**config.mk**
```make
export PLATFORM = sky130hd
export DESIGN_NAME = bm_calc_wb
export DESIGN_NICKNAME = d
export VERILOG_FILES = /design/src/rtl/bm_pkg.sv /design/src/rtl/bm_wb_fifo.sv /design/src/rtl/bm_calc_wb.sv
export SDC_FILE = /design/constraint.sdc
export NUM_CORES = 1
export LEC_CHECK = 0
export ABC_CLOCK_PERIOD_IN_PS = 2900
export CORE_MARGIN = 3
export CORE_UTILIZATION = 45
export DETAILED_ROUTE_END_ITERATION = 16
export GPL_TIMING_DRIVEN = 0
export PLACE_DENSITY = 0.82
export SLEW_MARGIN = 30
export SYNTH_ARGS = -nofsm -noshare
export SYNTH_HDL_FRONTEND = slang
export SYNTH_HIERARCHICAL = 1
export SYNTH_SLANG_ARGS = --single-unit
```
**constraint.sdc**
```tcl
create_clock -name clk -period 2.9 [get_ports clk]
set_input_delay 0.29 -clock clk [delete_from_list [all_inputs] [get_ports clk]]
set_output_delay 0.29 -clock clk [all_outputs]
set_load 0.02 [all_outputs]
```
**src/rtl/bm_pkg.sv**
```systemverilog
// Shared definitions for the block-matching disparity pipeline.
// Holds the SAD intermediate word layout, which the update stage also uses.
package bm_pkg;

    localparam int unsigned SAD_W         = 64;
    localparam int unsigned SAD_DISP1_LSB = 56;
    localparam int unsigned SAD_FRAC_LSB  = 48;
    localparam int unsigned SAD_MIN1_LSB  = 32;
    localparam int unsigned SAD_DISP2_LSB = 24;
    localparam int unsigned SAD_RSVD_LSB  = 16;
    localparam int unsigned SAD_MIN2_LSB  = 0;

    localparam logic [15:0] BM_INVALID_DISP = 16'hFFFF;
    localparam logic [3:0]  BM_LAST_PHASE   = 4'd7;

    function automatic logic [SAD_W-1:0] bm_pack_sad(
        input logic [7:0]  disp1,
        input logic [7:0]  frac,
        input logic [15:0] min1,
        input logic [7:0]  disp2,
        input logic [15:0] min2
    );
        logic [SAD_W-1:0] w;
        w = '0;
        w[SAD_DISP1_LSB +: 8]  = disp1;
        w[SAD_FRAC_LSB  +: 8]  = frac;
        w[SAD_MIN1_LSB  +: 16] = min1;
        w[SAD_DISP2_LSB +: 8]  = disp2;
        w[SAD_RSVD_LSB  +: 8]  = 8'h00;
        w[SAD_MIN2_LSB  +: 16] = min2;
        return w;
    endfunction

endpackage

```
**src/rtl/bm_wb_fifo.sv**
```systemverilog
// Small synchronous FIFO for the disparity output stream ({last, data}).
// A push into a full FIFO is accepted when a pop happens in the same cycle.
module bm_wb_fifo #(
    parameter int unsigned DEPTH = 4,
    parameter int unsigned WIDTH = 17
) (
    input  logic             clk,
    input  logic             rst_n,
    input  logic             push,
    input  logic [WIDTH-1:0] din,
    input  logic             pop,
    output logic [WIDTH-1:0] dout,
    output logic             full,
    output logic             empty
);

    localparam int unsigned AW      = $clog2(DEPTH);
    localparam logic [AW:0] PTR_ONE = 1;

    logic [WIDTH-1:0] mem [DEPTH];
    logic [AW:0]      wr_ptr;
    logic [AW:0]      rd_ptr;
    logic             wr_en;
    logic             rd_en;

    assign empty = (wr_ptr == rd_ptr);
    assign full  = (wr_ptr[AW] != rd_ptr[AW]) && (wr_ptr[AW-1:0] == rd_ptr[AW-1:0]);
    assign wr_en = push && (!full || pop);
    assign rd_en = pop && !empty;
    assign dout  = mem[rd_ptr[AW-1:0]];

    always_ff @(posedge clk or negedge rst_n) begin
        if (!rst_n) begin
            wr_ptr <= '0;
            rd_ptr <= '0;
        end else begin
            if (wr_en) wr_ptr <= wr_ptr + PTR_ONE;
            if (rd_en) rd_ptr <= rd_ptr + PTR_ONE;
        end
    end

    always_ff @(posedge clk) begin
        if (wr_en) mem[wr_ptr[AW-1:0]] <= din;
    end

endmodule

```
**src/rtl/bm_calc_wb.sv**
```systemverilog
// Write-back and result-emit stage of the block-matching disparity calculator.
// Define BM_WB_UNIQ_EN to enable the uniqueness test on the final phase.
module bm_calc_wb
    import bm_pkg::*;
#(
    parameter int unsigned FIFO_DEPTH = 4,
    parameter logic [3:0]  LAST_PHASE = BM_LAST_PHASE
) (
    input  logic        rst_n,
    input  logic        clk,
    input  logic [3:0]  dphase,
    input  logic [2:0]  uniq_shift,
    input  logic        vin,
    input  logic        upd,
    input  logic [15:0] upd_min1,
    input  logic [15:0] upd_min2,
    input  logic [7:0]  upd_disp1,
    input  logic [7:0]  upd_disp2,
    input  logic [7:0]  upd_frac,
    input  logic [7:0]  new_frac,
    output logic [9:0]  sad_wraddr,
    output logic        sad_wren,
    output logic [63:0] sad_dout,
    output logic        out_valid,
    input  logic        out_ready,
    output logic [15:0] out_data,
    output logic        out_last,
    output logic        ovf,
    input  logic        ovf_clr
);

    logic [7:0]  frac_w;
    logic [63:0] sad_word;
    logic        uniq;
    logic [15:0] emit_data;
    logic        last_rec;
    logic [9:0]  addr_cnt;

    logic        stg_valid;
    logic [15:0] stg_data;
    logic        push_q;
    logic [15:0] push_data;
    logic        push_last;

    logic        fifo_full;
    logic        fifo_empty;
    logic        fifo_pop;
    logic [16:0] fifo_dout;

    assign frac_w   = upd ? new_frac : upd_frac;
    assign sad_word = bm_pack_sad(upd_disp1, frac_w, upd_min1, upd_disp2, upd_min2);

`ifdef BM_WB_UNIQ_EN
    logic [16:0] sad_gap;
    logic [16:0] sad_margin;

    always_comb begin
        sad_gap    = {1'b0, upd_min2} - {1'b0, upd_min1};
        sad_margin = {1'b0, upd_min1 >> uniq_shift};
        uniq       = (upd_min2 >= upd_min1) && (sad_gap > sad_margin);
    end
`else
    logic unused_uniq_shift;

    assign unused_uniq_shift = ^uniq_shift;
    assign uniq              = 1'b1;
`endif

    assign emit_data = uniq ? {upd_disp1, frac_w} : BM_INVALID_DISP;
    assign last_rec  = vin && (dphase == LAST_PHASE);

    always_ff @(posedge clk or negedge rst_n) begin
        if (!rst_n) begin
            addr_cnt   <= '0;
            sad_wraddr <= '0;
            sad_wren   <= 1'b0;
            sad_dout   <= '0;
        end else begin
            sad_wren <= vin;
            if (vin) begin
                sad_wraddr <= addr_cnt;
                addr_cnt   <= addr_cnt + 10'd1;
                sad_dout   <= sad_word;
            end else begin
                sad_wraddr <= '0;
                addr_cnt   <= '0;
            end
        end
    end

    // A held stage entry always leaves the next cycle: either the next record
    // displaces it, or vin dropped and it is the last pixel of the line.
    always_ff @(posedge clk or negedge rst_n) begin
        if (!rst_n) begin
            stg_valid <= 1'b0;
            stg_data  <= '0;
            push_q    <= 1'b0;
            push_data <= '0;
            push_last <= 1'b0;
        end else begin
            stg_valid <= last_rec;
            if (last_rec) stg_data <= emit_data;
            push_q <= stg_valid;
            if (stg_valid) begin
                push_data <= stg_data;
                push_last <= !vin;
            end
        end
    end

    assign fifo_pop = out_valid && out_ready;

    bm_wb_fifo #(
        .DEPTH (FIFO_DEPTH),
        .WIDTH (17)
    ) u_fifo (
        .clk   (clk),
        .rst_n (rst_n),
        .push  (push_q),
        .din   ({push_last, push_data}),
        .pop   (fifo_pop),
        .dout  (fifo_dout),
        .full  (fifo_full),
        .empty (fifo_empty)
    );

    assign out_valid             = !fifo_empty;
    assign {out_last, out_data}  = out_valid ? fifo_dout : '0;

    always_ff @(posedge clk or negedge rst_n) begin
        if (!rst_n) begin
            ovf <= 1'b0;
        end else if (ovf_clr) begin
            ovf <= 1'b0;
        end else if (push_q && fifo_full && !fifo_pop) begin
            ovf <= 1'b1;
        end
    end

endmodule

```
==> impl_metrics.yaml <==
# implementation run metrics
clock_network:
  numCtsBuffers: 17
  worstSkewPairLatency_ns: 0.42
routing:
  avgRoutedWirePerCell_um: 17.80
  drc_errors: 0
  met3_length_um: 1542
power:
  pwr.group.clock_w: 0.00210
  ir_worst_vdd_v: 0.0004700
  p_int_w: 0.005507
  p_leak_nw: 4.126
global_route:
  antenna_found_initial: 0
logic_synthesis:
  ys_cells: 452
  synth_seq_share_pct: 67.59
  yosysWarnings: 6
  synth_top_area_share_pct: 40.09
  largest_area_cell: "dfrtp_1"
  async_flop_share_pct: 63.64
  simple_gate_share_pct: 6.199
  netlist_logic_family_top: "multiplexers"
  synth-edff-count: 68
status:
  status: "finished clean"
placed_design:
  dp_hpwl_um: 10910
cells_and_area:
  ff_latch_area_um2: 5020
  layout_top_cells: "148 x clkdlybuf4s50_1, 119 x dfrtp_1, 84 x mux2_2"
  comb_area_um2: 2301
  lay_top_count: "clkdlybuf4s50_1"
  instances_no_fill: 873
  area_delta_synth_final_pct: 35.01
  diodes: 0
  utilization_pct: 62.67
setup_path:
  setup.worst_path.end: "out_data[1]"
  crit_cells: 7
  critPathRequiredTime_ns: 2.61
  rr_endpoint: "u_fifo/mem[2][8]"
  crit_buf_inv: 4
floorplan:
  core_area_um2: 16000
  die_w_um: 134.5
  ioPinCount: 171
flow_run:
  warnings: 33
sta:
  fin_setup_tns_ns: 0
  setup_ws_ns: 0.1455
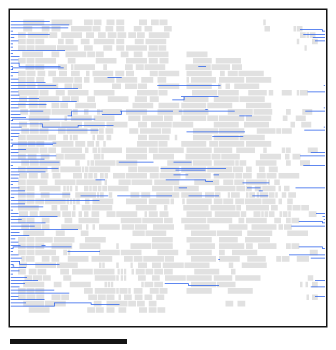
(images/met3.png)
The bar under the picture is 50 um long. Cells faint in the background.
share of all routed wire = 9.9%
main direction = horizontal
Via Count: 4379
met3 Use GR: 8.048%
wirelength, routed: 15540 um

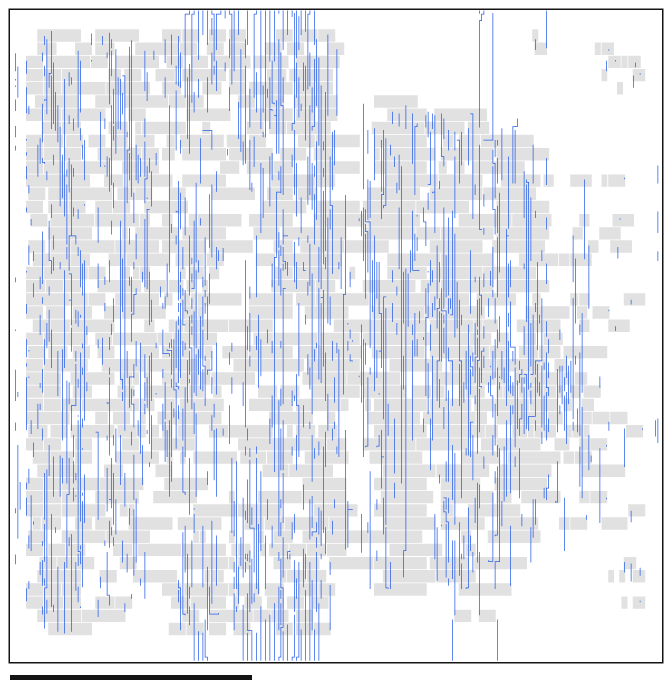
(images/met2.png)
The bar under the picture is 50 um long. Cells faint in the background.
nets with wire on the layer = 650
share of all routed wire = 50%
longest straight run = 73.1 um
main direction = vertical
met2 usage: 28.72%

Power and IR drop assume default switching activity.
